`config.mk`:
```
export PLATFORM = sky130hd
export DESIGN_NAME = pwqe_station_buffer_flat
export DESIGN_NICKNAME = d
export VERILOG_FILES = /design/src/rtl/pwqe_station_buffer_pkg.sv /design/src/rtl/pwqe_station_buffer_if.sv /design/src/rtl/pwqe_station_buffer_slot_ram.sv /design/src/rtl/pwqe_station_buffer.sv /design/src/flat_wrapper.sv
export SDC_FILE = /design/constraint.sdc
export NUM_CORES = 2
export LEC_CHECK = 0
export CAP_MARGIN = 10
export CORE_AREA = 3 3 608 610
export DETAILED_ROUTE_END_ITERATION = 7
export DIE_AREA = 0 0 611 613
export GPL_ROUTABILITY_DRIVEN = 0
export PLACE_DENSITY = 0.63
export RECOVER_POWER = 25
export SYNTH_ARGS = -nofsm -noshare
export SYNTH_HDL_FRONTEND = slang
export SYNTH_HIERARCHICAL = 1
export SYNTH_SLANG_ARGS = --single-unit
```
`constraint.sdc`:
```
create_clock -name clk -period 60.3 [get_ports clk]
set_input_delay 12.06 -clock clk [delete_from_list [all_inputs] [get_ports clk]]
set_output_delay 12.06 -clock clk [all_outputs]
set_load 0.02 [all_outputs]
```
`src/rtl/pwqe_station_buffer_pkg.sv`:
```
// Shared constants, types and helpers for the pending-WQE station and its neighbours.
package pwqe_station_buffer_pkg;

   localparam int PWQE_SLOT_NUM       = 4;
   localparam int PWQE_BUF_ADDR_WIDTH = 2;
   localparam int PWQE_BUF_WIDTH      = 512;
   localparam int LEN_LSB             = 32;
   localparam int LEN_WIDTH           = 32;

   typedef logic [PWQE_SLOT_NUM-1:0]       slot_mask_t;
   typedef logic [PWQE_BUF_ADDR_WIDTH-1:0] slot_idx_t;
   typedef logic [PWQE_BUF_ADDR_WIDTH:0]   slot_cnt_t;
   typedef logic [PWQE_BUF_WIDTH-1:0]      wqe_t;

   // Fill engine: IDLE issues a pop, WAIT captures the returned WQE.
   typedef enum logic {
      FILL_IDLE = 1'b0,
      FILL_WAIT = 1'b1
   } fill_state_e;

   // Index of the lowest set bit; only meaningful when the mask is non-zero.
   function automatic slot_idx_t lowestSet(input slot_mask_t m);
      slot_idx_t idx;
      idx = '0;
      for (int i = PWQE_SLOT_NUM - 1; i >= 0; i--) begin
         if (m[i]) idx = slot_idx_t'(i);
      end
      return idx;
   endfunction

   // Number of set bits in a slot mask.
   function automatic slot_cnt_t popCount(input slot_mask_t m);
      slot_cnt_t cnt;
      cnt = '0;
      for (int i = 0; i < PWQE_SLOT_NUM; i++) begin
         cnt = cnt + slot_cnt_t'(m[i]);
      end
      return cnt;
   endfunction

endpackage

```
`src/rtl/pwqe_station_buffer_if.sv`:
```
// BS WQE FIFO side and scheduler port-1 side of the pending-WQE station.
interface pwqe_station_buffer_if;
   import pwqe_station_buffer_pkg::*;

   logic       i_bs_wqe_empty;
   logic       o_bs_wqe_ren;
   wqe_t       i_bs_wqe_rdata;
   logic       i_ren_1;
   logic       i_wen_1;
   slot_idx_t  i_addr_1;
   wqe_t       i_din_1;
   wqe_t       o_dout_1;
   slot_mask_t o_slot_status;
   slot_cnt_t  o_free_cnt;
   logic [2:0] o_err;

   // Driven by the FIFO and scheduler; observes the station's outputs.
   modport master (
      output i_bs_wqe_empty, i_bs_wqe_rdata, i_ren_1, i_wen_1, i_addr_1, i_din_1,
      input  o_bs_wqe_ren, o_dout_1, o_slot_status, o_free_cnt, o_err
   );

   // The station itself.
   modport slave (
      input  i_bs_wqe_empty, i_bs_wqe_rdata, i_ren_1, i_wen_1, i_addr_1, i_din_1,
      output o_bs_wqe_ren, o_dout_1, o_slot_status, o_free_cnt, o_err
   );

endinterface

```
`src/rtl/pwqe_station_buffer_slot_ram.sv`:
```
// Slot storage: a fill write port, a write-back port and one registered read port.
// The two write ports are guaranteed by the caller never to hit the same slot.
module pwqe_station_buffer_slot_ram
   import pwqe_station_buffer_pkg::*;
(
   input  logic      clk,
   input  logic      rst,
   input  logic      i_fillWe,
   input  slot_idx_t i_fillAddr,
   input  wqe_t      i_fillData,
   input  logic      i_wbWe,
   input  slot_idx_t i_wbAddr,
   input  wqe_t      i_wbData,
   input  logic      i_rdEn,
   input  slot_idx_t i_rdAddr,
   output wqe_t      o_rdData
);

   wqe_t r_mem [PWQE_SLOT_NUM];
   wqe_t r_rdData;

   // Storage writes; contents are not cleared by reset because slot flags gate their use.
   always_ff @(posedge clk) begin
      if (i_fillWe) r_mem[i_fillAddr] <= i_fillData;
      if (i_wbWe)   r_mem[i_wbAddr]   <= i_wbData;
   end

   // Registered read returns the contents as they were before any same-cycle write.
   always_ff @(posedge clk) begin
      if (rst) begin
         r_rdData <= '0;
      end else if (i_rdEn) begin
         r_rdData <= r_mem[i_rdAddr];
      end
   end

   assign o_rdData = r_rdData;

endmodule

```
`src/rtl/pwqe_station_buffer.sv`:
```
// Pending-WQE station for the bandwidth-sensitive group: refills free slots from the
// BS WQE FIFO and serves scheduler port-1 reads and write-backs.
module pwqe_station_buffer
   import pwqe_station_buffer_pkg::*;
(
   input  logic                  clk,
   input  logic                  rst,
   pwqe_station_buffer_if.slave  io_bus
);

   fill_state_e r_state;
   fill_state_e w_nextState;
   slot_mask_t  r_valid;
   slot_mask_t  r_busy;
   slot_mask_t  r_rsvd;
   slot_idx_t   r_fillIdx;
   logic [2:0]  r_err;

   slot_mask_t  w_free;
   slot_idx_t   w_freeIdx;
   logic        w_pop;
   logic        w_fillWe;
   logic        w_rdOk;
   logic        w_wbOk;
   logic        w_wbWe;
   logic        w_wbRetire;
   wqe_t        w_dout;

   assign w_free     = ~r_valid & ~r_rsvd;
   assign w_freeIdx  = lowestSet(w_free);
   assign w_rdOk     = r_valid[io_bus.i_addr_1] & ~r_busy[io_bus.i_addr_1];
   assign w_wbOk     = r_valid[io_bus.i_addr_1] &  r_busy[io_bus.i_addr_1];
   assign w_wbWe     = io_bus.i_wen_1 & w_wbOk;
   assign w_wbRetire = (io_bus.i_din_1[LEN_LSB +: LEN_WIDTH] == '0);

   // Fill sequencing: pop when a slot is free and data exists, capture it the next cycle.
   always_comb begin
      w_nextState = r_state;
      w_pop       = 1'b0;
      w_fillWe    = 1'b0;
      case (r_state)
         FILL_IDLE: begin
            if (!io_bus.i_bs_wqe_empty && (|w_free) && !rst) begin
               w_pop       = 1'b1;
               w_nextState = FILL_WAIT;
            end
         end
         FILL_WAIT: begin
            w_fillWe    = !rst;
            w_nextState = FILL_IDLE;
         end
         default: w_nextState = FILL_IDLE;
      endcase
   end

   // Fill state register and the slot index reserved by the outstanding pop.
   always_ff @(posedge clk) begin
      if (rst) begin
         r_state   <= FILL_IDLE;
         r_fillIdx <= '0;
      end else begin
         r_state <= w_nextState;
         if (w_pop) r_fillIdx <= w_freeIdx;
      end
   end

   // Slot flags: reserve on pop, validate on fill, busy on good read, clear or retire on good write-back.
   always_ff @(posedge clk) begin
      if (rst) begin
         r_valid <= '0;
         r_busy  <= '0;
         r_rsvd  <= '0;
      end else begin
         if (w_pop) r_rsvd[w_freeIdx] <= 1'b1;
         if (w_fillWe) begin
            r_valid[r_fillIdx] <= 1'b1;
            r_rsvd[r_fillIdx]  <= 1'b0;
         end
         if (io_bus.i_ren_1 && w_rdOk) r_busy[io_bus.i_addr_1] <= 1'b1;
         if (w_wbWe) begin
            r_busy[io_bus.i_addr_1] <= 1'b0;
            if (w_wbRetire) r_valid[io_bus.i_addr_1] <= 1'b0;
         end
      end
   end

   // Sticky protocol errors, cleared only by reset.
   always_ff @(posedge clk) begin
      if (rst) begin
         r_err <= '0;
      end else begin
         r_err <= r_err | {io_bus.i_ren_1 & io_bus.i_wen_1,
                           io_bus.i_wen_1 & ~w_wbOk,
                           io_bus.i_ren_1 & ~w_rdOk};
      end
   end

   pwqe_station_buffer_slot_ram u_slotRam (
      .clk        (clk),
      .rst        (rst),
      .i_fillWe   (w_fillWe),
      .i_fillAddr (r_fillIdx),
      .i_fillData (io_bus.i_bs_wqe_rdata),
      .i_wbWe     (w_wbWe),
      .i_wbAddr   (io_bus.i_addr_1),
      .i_wbData   (io_bus.i_din_1),
      .i_rdEn     (io_bus.i_ren_1),
      .i_rdAddr   (io_bus.i_addr_1),
      .o_rdData   (w_dout)
   );

   assign io_bus.o_bs_wqe_ren  = w_pop;
   assign io_bus.o_dout_1      = w_dout;
   assign io_bus.o_slot_status = r_valid & ~r_busy;
   assign io_bus.o_free_cnt    = popCount(w_free);
   assign io_bus.o_err         = r_err;

endmodule

```
`src/flat_wrapper.sv`:
```
// flat-port wrapper written by rule: the top's interface ports become plain ports
module pwqe_station_buffer_flat import pwqe_station_buffer_pkg::*;
  (clk, rst, io_bus_i_bs_wqe_empty, io_bus_i_bs_wqe_rdata, io_bus_i_ren_1, io_bus_i_wen_1, io_bus_i_addr_1, io_bus_i_din_1, io_bus_o_bs_wqe_ren, io_bus_o_dout_1, io_bus_o_slot_status, io_bus_o_free_cnt, io_bus_o_err);
  pwqe_station_buffer_if io_bus_i ();
  input  logic clk;
  input  logic rst;
  input wire logic [$bits(io_bus_i.i_bs_wqe_empty)-1:0] io_bus_i_bs_wqe_empty;
  input wire logic [$bits(io_bus_i.i_bs_wqe_rdata)-1:0] io_bus_i_bs_wqe_rdata;
  input wire logic [$bits(io_bus_i.i_ren_1)-1:0] io_bus_i_ren_1;
  input wire logic [$bits(io_bus_i.i_wen_1)-1:0] io_bus_i_wen_1;
  input wire logic [$bits(io_bus_i.i_addr_1)-1:0] io_bus_i_addr_1;
  input wire logic [$bits(io_bus_i.i_din_1)-1:0] io_bus_i_din_1;
  output wire logic [$bits(io_bus_i.o_bs_wqe_ren)-1:0] io_bus_o_bs_wqe_ren;
  output wire logic [$bits(io_bus_i.o_dout_1)-1:0] io_bus_o_dout_1;
  output wire logic [$bits(io_bus_i.o_slot_status)-1:0] io_bus_o_slot_status;
  output wire logic [$bits(io_bus_i.o_free_cnt)-1:0] io_bus_o_free_cnt;
  output wire logic [$bits(io_bus_i.o_err)-1:0] io_bus_o_err;
  assign io_bus_i.i_bs_wqe_empty = io_bus_i_bs_wqe_empty;
  assign io_bus_i.i_bs_wqe_rdata = io_bus_i_bs_wqe_rdata;
  assign io_bus_i.i_ren_1 = io_bus_i_ren_1;
  assign io_bus_i.i_wen_1 = io_bus_i_wen_1;
  assign io_bus_i.i_addr_1 = io_bus_i_addr_1;
  assign io_bus_i.i_din_1 = io_bus_i_din_1;
  assign io_bus_o_bs_wqe_ren = io_bus_i.o_bs_wqe_ren;
  assign io_bus_o_dout_1 = io_bus_i.o_dout_1;
  assign io_bus_o_slot_status = io_bus_i.o_slot_status;
  assign io_bus_o_free_cnt = io_bus_i.o_free_cnt;
  assign io_bus_o_err = io_bus_i.o_err;
  pwqe_station_buffer u_core (.clk(clk), .rst(rst), .io_bus(io_bus_i));
endmodule
```
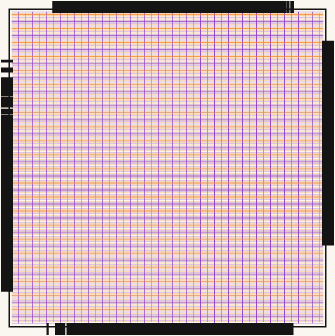
**Above:** power grid.
Pins as bars on the die edge.
- purple: VSS
- orange: VDD
- met1 rails: 223
- signal pins: 1554

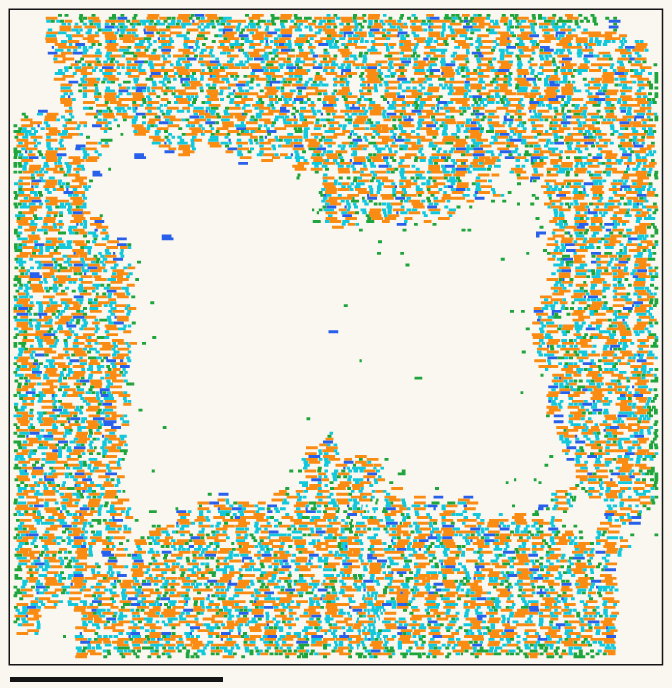
**Above:** placement by cell class.
Scale bar: 200 µm.
- orange: sequential cells (cells 2578; share of their area 50%)
- blue: clock drivers and dummy loads (cells 553; share of their area 6.9%)
- green: remaining buffers and delay cells (cells 1673; share of their area 12%)
- cyan: combinational and other logic (cells 4193; share of their area 31%)

==> out/metrics.cfg <==
[power_and_ir_drop]
clkPwrFrac_pct = 43.5

[floorplan]
nWellTaps = 4816
fp.dieW_um = 611
die_y_um = 613

[setup_path]
cp_top_family = buffers and inverters
cp_max_fo = 137
critPathLaunchType = input pin

[final_layout]
dominant_cells = flip-flops and latches
nClkBuffers = 442
final_util_pct = 41.0
comb_share_pct = 29.8
fillers = 33000
seqCellArea_um2 = 72100
clock_area_share_pct = 6.57

[cts]
cts_buffers = 300

[outcome]
violations = max-capacitance violations, max-slew violations
status = finished with violations

[logic_synthesis]
fp_nets = 8381
yosysMostFrequentCell = edfxtp_1
synthAoiAreaFrac_pct = 3.94
postSynthSeqShare_pct = 60.2
netlist_area_um2 = 120000

[global_routing]
grt_use_met1_pct = 24.5
grt_pass1_wl_mm = 580

[placement]
portBuffers = 1553

[job]
cap_violations = 20

[sta]
timing.final.max_slew_violations = 1153
fin_crit_ps = 31410

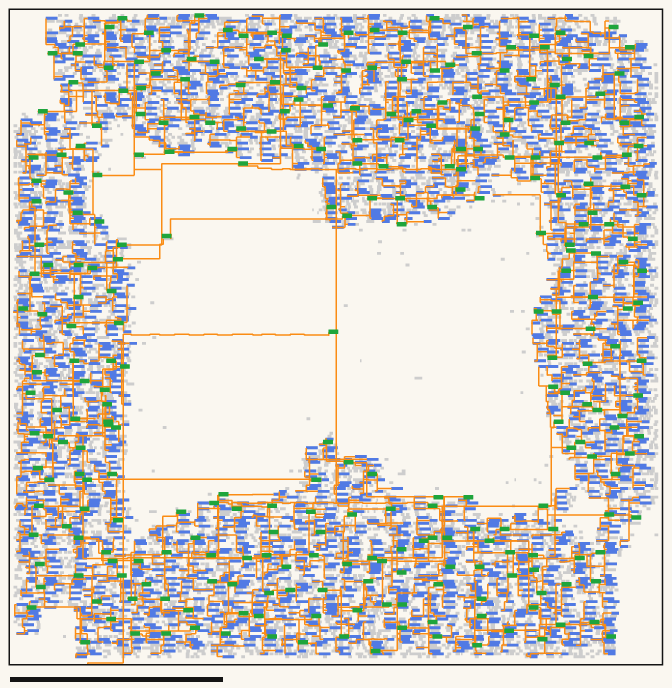
**Above:** clock network drawn from the DEF.
Scale bar: 200 µm.
- blue: flip-flops (count 2578)
- green: clock drivers (count 300)
- orange: clock wires (length 34.6 mm)
- flops lie: all over the die

[path summary, 6_finish.rpt]
kind,endpoint,slack [ps],startpoint
setup reg to reg,u_core/u_slotRam/r_mem[1][339],48530,u_core/r_state
hold / removal,u_core/io_bus.o_err[2],480,u_core/io_bus.o_err[2]
hold reg to reg,u_core/io_bus.o_err[2],480,u_core/io_bus.o_err[2]
setup / recovery,u_core/u_slotRam/o_rdData[4],28890,rst
[flip-flops by register name, indices dropped and copies added (netlist names)]
| name | flops |
|---|---|
| u_core/io_bus.o_err | 3 |
| u_core/r_busy | 4 |
| u_core/r_fillIdx | 2 |
| u_core/r_rsvd | 4 |
| u_core/r_state | 1 |
| u_core/r_valid | 4 |
| u_core/u_slotRam/o_rdData | 512 |
| u_core/u_slotRam/r_mem | 2048 |
